Fig. 1: met2 routing
(3 px per um)
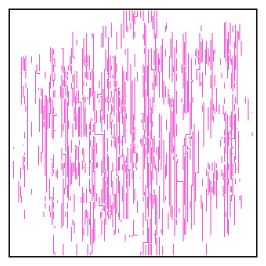
Fig. 2: power grid
(4 px per um) Pins as bars on the die edge. Tap cells in gray.
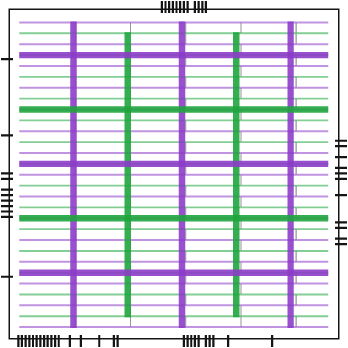
Fig. 3: the clock network
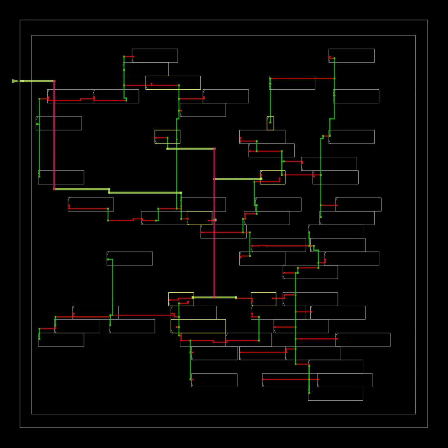
--- src/rtl/charrom_ctrl_pkg.sv ---
// charrom_ctrl_pkg -- shared definitions for the character-ROM line fetcher.
//   state_t      : controller state encoding (IDLE/FETCH/DRAIN)
//   PIPE_LAT     : issue-to-FIFO-write latency in cycles
//   BLINK_PERIOD : line-0 linestarts per cursor blink toggle
package charrom_ctrl_pkg;

  typedef enum logic [1:0] {
    IDLE  = 2'd0,
    FETCH = 2'd1,
    DRAIN = 2'd2
  } state_t;

  localparam int PIPE_LAT     = 3;
  localparam int BLINK_PERIOD = 32;

endpackage

--- src/rtl/charrom_ctrl_row.sv ---
// row_fifo -- small synchronous FIFO holding glyph rows for the pixel serializer.
// Ports:
//   clk, rst       clock, async active-high reset
//   push, wdata    write strobe / row data (caller guarantees not full)
//   pop            read strobe (ignored when empty)
//   rdata          head row, 0 when empty
//   valid          FIFO non-empty
//   count          number of rows held
module row_fifo #(
  parameter int WIDTH = 4,
  parameter int DEPTH = 4
) (
  input  logic                     clk,
  input  logic                     rst,
  input  logic                     push,
  input  logic [WIDTH-1:0]         wdata,
  input  logic                     pop,
  output logic [WIDTH-1:0]         rdata,
  output logic                     valid,
  output logic [$clog2(DEPTH):0]   count
);

  localparam int AW = $clog2(DEPTH);
  localparam int CW = AW + 1;

  logic [WIDTH-1:0] mem [DEPTH];
  logic [AW-1:0]    wptr, rptr;
  logic             do_pop;

  assign valid  = (count != '0);
  assign do_pop = pop && valid;
  assign rdata  = valid ? mem[rptr] : '0;

  // Storage carries no reset; emptiness is tracked by count alone.
  always_ff @(posedge clk)
    if (push) mem[wptr] <= wdata;

  always_ff @(posedge clk or posedge rst)
    if (rst) begin
      wptr  <= '0;
      rptr  <= '0;
      count <= '0;
    end else begin
      if (push)   wptr <= wptr + AW'(1);
      if (do_pop) rptr <= rptr + AW'(1);
      case ({push, do_pop})
        2'b10:   count <= count + CW'(1);
        2'b01:   count <= count - CW'(1);
        default: ;
      endcase
    end

endmodule

--- src/rtl/charrom_ctrl.sv ---
// charrom_ctrl -- fetches one pixel line of glyph rows: reads the text buffer
// column by column, looks each glyph up in the charrom and queues the rows for
// the pixel serializer.
// Optional feature: define CHARROM_CTRL_CURSOR_EN to invert the row at the
// cursor cell (curaddr) while the blink bit is set.
// Ports:
//   clk, rst             clock, async active-high reset
//   linestart, line      fetch request pulse and pixel-line number
//   taddr, tren, tdata   text-buffer read port (1-cycle read latency)
//   readen, csel, y      charrom read port, rowout returns 2 cycles later
//   rowout               charrom row data
//   rowdata, rowvalid,   row stream to the serializer (valid/ready)
//   rowready
//   busy                 line fetch in progress
//   lineend              pulse when the line's last row enters the FIFO
//   overrun              pulse on an in-range linestart while busy
//   curaddr              cursor cell address (cursor build only)
module charrom_ctrl
  import charrom_ctrl_pkg::*;
#(
  parameter int WIDTH = 4,
  parameter int BITS  = 4,
  parameter int COLS  = 80,
  parameter int ROWS  = 30,
  parameter int ABITS = 12,
  parameter int LBITS = 8,
  parameter int DEPTH = 4
) (
  input  logic             clk,
  input  logic             rst,
  input  logic             linestart,
  input  logic [LBITS-1:0] line,
  output logic [ABITS-1:0] taddr,
  output logic             tren,
  input  logic [BITS-1:0]  tdata,
  output logic             readen,
  output logic [BITS-1:0]  csel,
  output logic [2:0]       y,
  input  logic [WIDTH-1:0] rowout,
  output logic [WIDTH-1:0] rowdata,
  output logic             rowvalid,
  input  logic             rowready,
  output logic             busy,
  output logic             lineend,
  output logic             overrun,
  input  logic [ABITS-1:0] curaddr
);

  localparam int CW     = $clog2(DEPTH) + 1;
  localparam int STAGES = PIPE_LAT - 1;

  state_t           state;
  logic [ABITS-1:0] base, col;
  logic [STAGES:0]  vld_pipe;   // [0]=charrom read, [STAGES]=FIFO write
  logic [CW-1:0]    fcount;
  logic             in_range, start_ok, credit, issue, push, pop, last_wr;
  logic [WIDTH-1:0] wdata;

  assign in_range = int'(line) < ROWS * 8;
  assign start_ok = linestart && in_range;
  assign pop      = rowvalid && rowready;

  // Rows already committed (in flight or buffered) must fit in the FIFO.
  // A pop this cycle frees its slot immediately, which keeps issue at one
  // column per cycle when the consumer is streaming.
  assign credit = (int'(fcount) - int'(pop) + $countones(vld_pipe)) < DEPTH;
  assign issue  = (state == FETCH) && credit;

  assign tren    = issue;
  assign taddr   = issue ? base + col : '0;
  assign readen  = vld_pipe[0];
  assign csel    = vld_pipe[0] ? tdata : '0;
  assign push    = vld_pipe[STAGES];

  // No issues happen in DRAIN, so the write with an empty pipe behind it is the last one.
  assign last_wr = (state == DRAIN) && push && !(|vld_pipe[STAGES-1:0]);
  assign lineend = last_wr;
  assign busy    = (state != IDLE);
  assign overrun = start_ok && busy;

  always_ff @(posedge clk or posedge rst)
    if (rst) begin
      state    <= IDLE;
      col      <= '0;
      base     <= '0;
      y        <= '0;
      vld_pipe <= '0;
    end else begin
      vld_pipe <= {vld_pipe[STAGES-1:0], issue};
      unique case (state)
        IDLE:
          if (start_ok) begin
            state <= FETCH;
            y     <= line[2:0];
            base  <= ABITS'(int'(line[LBITS-1:3]) * COLS);
            col   <= '0;
          end
        FETCH:
          if (issue) begin
            col <= col + ABITS'(1);
            if (col == ABITS'(COLS - 1)) state <= DRAIN;
          end
        DRAIN:
          if (last_wr) state <= IDLE;
        default: state <= IDLE;
      endcase
    end

`ifdef CHARROM_CTRL_CURSOR_EN
  localparam int BW = $clog2(BLINK_PERIOD);

  logic [STAGES:0] hit_pipe;    // cursor match, aligned with vld_pipe
  logic [BW-1:0]   blink_cnt;
  logic            blink;

  always_ff @(posedge clk or posedge rst)
    if (rst) begin
      hit_pipe  <= '0;
      blink_cnt <= '0;
      blink     <= 1'b0;
    end else begin
      hit_pipe <= {hit_pipe[STAGES-1:0], issue && (base + col == curaddr)};
      // Only linestarts that actually begin a frame's first line count.
      if (state == IDLE && start_ok && line == '0) begin
        blink_cnt <= blink_cnt + BW'(1);
        if (blink_cnt == BW'(BLINK_PERIOD - 1)) blink <= ~blink;
      end
    end

  assign wdata = (hit_pipe[STAGES] && blink) ? ~rowout : rowout;
`else
  logic unused_curaddr;
  assign unused_curaddr = ^curaddr;
  assign wdata          = rowout;
`endif

  row_fifo #(
    .WIDTH (WIDTH),
    .DEPTH (DEPTH)
  ) u_fifo (
    .clk   (clk),
    .rst   (rst),
    .push  (push),
    .wdata (wdata),
    .pop   (pop),
    .rdata (rowdata),
    .valid (rowvalid),
    .count (fcount)
  );

endmodule

--- config.mk ---
export PLATFORM = sky130hd
export DESIGN_NAME = charrom_ctrl
export DESIGN_NICKNAME = d
export VERILOG_FILES = /design/src/rtl/charrom_ctrl_pkg.sv /design/src/rtl/charrom_ctrl_row.sv /design/src/rtl/charrom_ctrl.sv
export SDC_FILE = /design/constraint.sdc
export NUM_CORES = 1
export LEC_CHECK = 0
export ABC_AREA = 1
export CORE_MARGIN = 2
export CORE_UTILIZATION = 54
export CTS_BUF_LIST = sky130_fd_sc_hd__clkbuf_8
export CTS_CLUSTER_DIAMETER = 200
export DETAILED_ROUTE_END_ITERATION = 10
export PLACE_DENSITY = 0.79
export SYNTH_ARGS = -nofsm -noshare
export SYNTH_HDL_FRONTEND = slang
export SYNTH_HIERARCHICAL = 1
export SYNTH_SLANG_ARGS = --single-unit
--- constraint.sdc ---
create_clock -name clk -period 2.9 [get_ports clk]
set_clock_uncertainty 0.1 [all_clocks]
set_input_delay 0.58 -clock clk [delete_from_list [all_inputs] [get_ports clk]]
set_output_delay 0.58 -clock clk [all_outputs]
set_load 0.05 [all_outputs]
==> results.yml <==
# flow metrics
clock_tree:
  cts_setup_buffers: 5
  root_buffer: "clkbuf_8"
  post_cts_resize_count: 21
global_route:
  overflow: 0
  grt_pass1_wl_um: 12400
  grt_usage_pct: 24.2
  grt_pass1_vias: 2748
  top_usage_layer: "met2"
hold_path:
  holdPathStages: 0
  hold_path.class: "reg -> reg"
  min_from: "vld_pipe[1]"
  whs_endpoint: "vld_pipe[2]"
placed_design:
  dpl_worst_slack_ns: -0.456
  placedCellCount: 531
critical_path:
  path_depth: 16
  cp_max_fo: 5
  cp-endpoint: "taddr[0]"
  worstPathArrival_ns: 2.54
  cp_top_family: "adder cells"
  critical_path_class: "reg -> out"
  r2r_end: "col[3]"
  slowest_delay_ns: 0.40
  r2r-start: "u_fifo/count[1]"
run_status:
  violations: "negative setup slack"
  status: "finished, violations left"
sta:
  fin_tns_setup_ns: -3.60
  relSlewSlack_pct: 65.4
  setup_violations: 13
  setup_ws_ns: -0.320
  finalClockPeriodUsage_pct: 111
  timing.fmax_mhz: 311
  worst_pin_slew_ns: 0.518
  timing_hold_violations_final: 0
  period_minus_slack_ns: 3.22
synth:
  edf_count: 16
  ys_sh_xor_pct: 3.20
  yosys.stat.seqShare_pct: 41.3
  netlist_area_um2: 3280
  yosys.area.top_type_share_pct: 26.7
  synth_cell_types: 36
  muxShareOfSynthArea_pct: 0
  ys.flop_type: "dfrtp_1"
  syn_avg_cell_area_um2: 8.13
  ys_cells: 404
  synth_chip_area_um2: 3280
  synthSimpleGateAreaFrac_pct: 27.0
  ys_async_sr_fraction_pct: 68.6
floorplanning:
  initial_core_util_pct: 55.8
  die_area_um2: 6720
layout:
  diodes: 0
  most-common-layout-cells: "109 x nand2_1, 63 x inv_1, 35 x dfrtp_1"
  final_core_util_pct: 74.9
  finalInstanceArea_um2: 4410
  layout.cells.most_common: "nand2_1"
  regMostFlops: "u_fifo/mem"
  largest_register_ff_count: 16
power:
  powerDensity_nw_per_um2: 1360
  p_total_uw: 5990
  p_leak_uw: 0.00221
run:
  drv_cap: 0
drt:
  post_drt_wl_per_cell_um: 13.8
-- Fig. 1 (at the start) --
The longest straight run is 62.9 um. The layer carries 4,080 um of wire. The layer holds 54% of the routed length. 436 nets have wire on it.

-- Fig. 2 (at the start) --
Purple shows VSS. Green shows VDD.
29 met1 rails follow the rows. 5 straps on met4. 75 tap cells. 61 signal pins sit on the boundary. 5 straps on met5.
DIE WIDTH: 82.0 um
peak supply drop: 1.02 mV
vertical die size: 82.0 um
CORE AREA: 5890 um2

-- Fig. 3 (at the start) --
flip-flops: 51
TritonCTS Buffers: 5
CLK BUF: 5

==> report_power, final <==
part	switching (uW)	leakage, uW	internal, uW
combinational	2430	0.00155	1730
sequential	260	0.000589	996
clock	233	0.0000695	341
total	2920	0.00221	3060
==> area by class of cell <==
cell class                      instances  area, um2
Clock buffer                            5       68.8
Clock inverter                          3       63.8
Fill cell                             413       1480
Inverter                               73        284
Multi-Input combinational cell        273       1770
Sequential cell                        51       1360
Tap cell                               75       93.8
Timing Repair Buffer                   69        774
==> metal layers <==
layer,routed length [um],up-vias,share of wire (%)
met5,0,-,0
met4,89,0,1.2
met3,262,10,3.4
met2,4080,60,54
met1,3160,1337,42
li1,-,1405,-
Power is estimated from default activity; no workload was simulated.
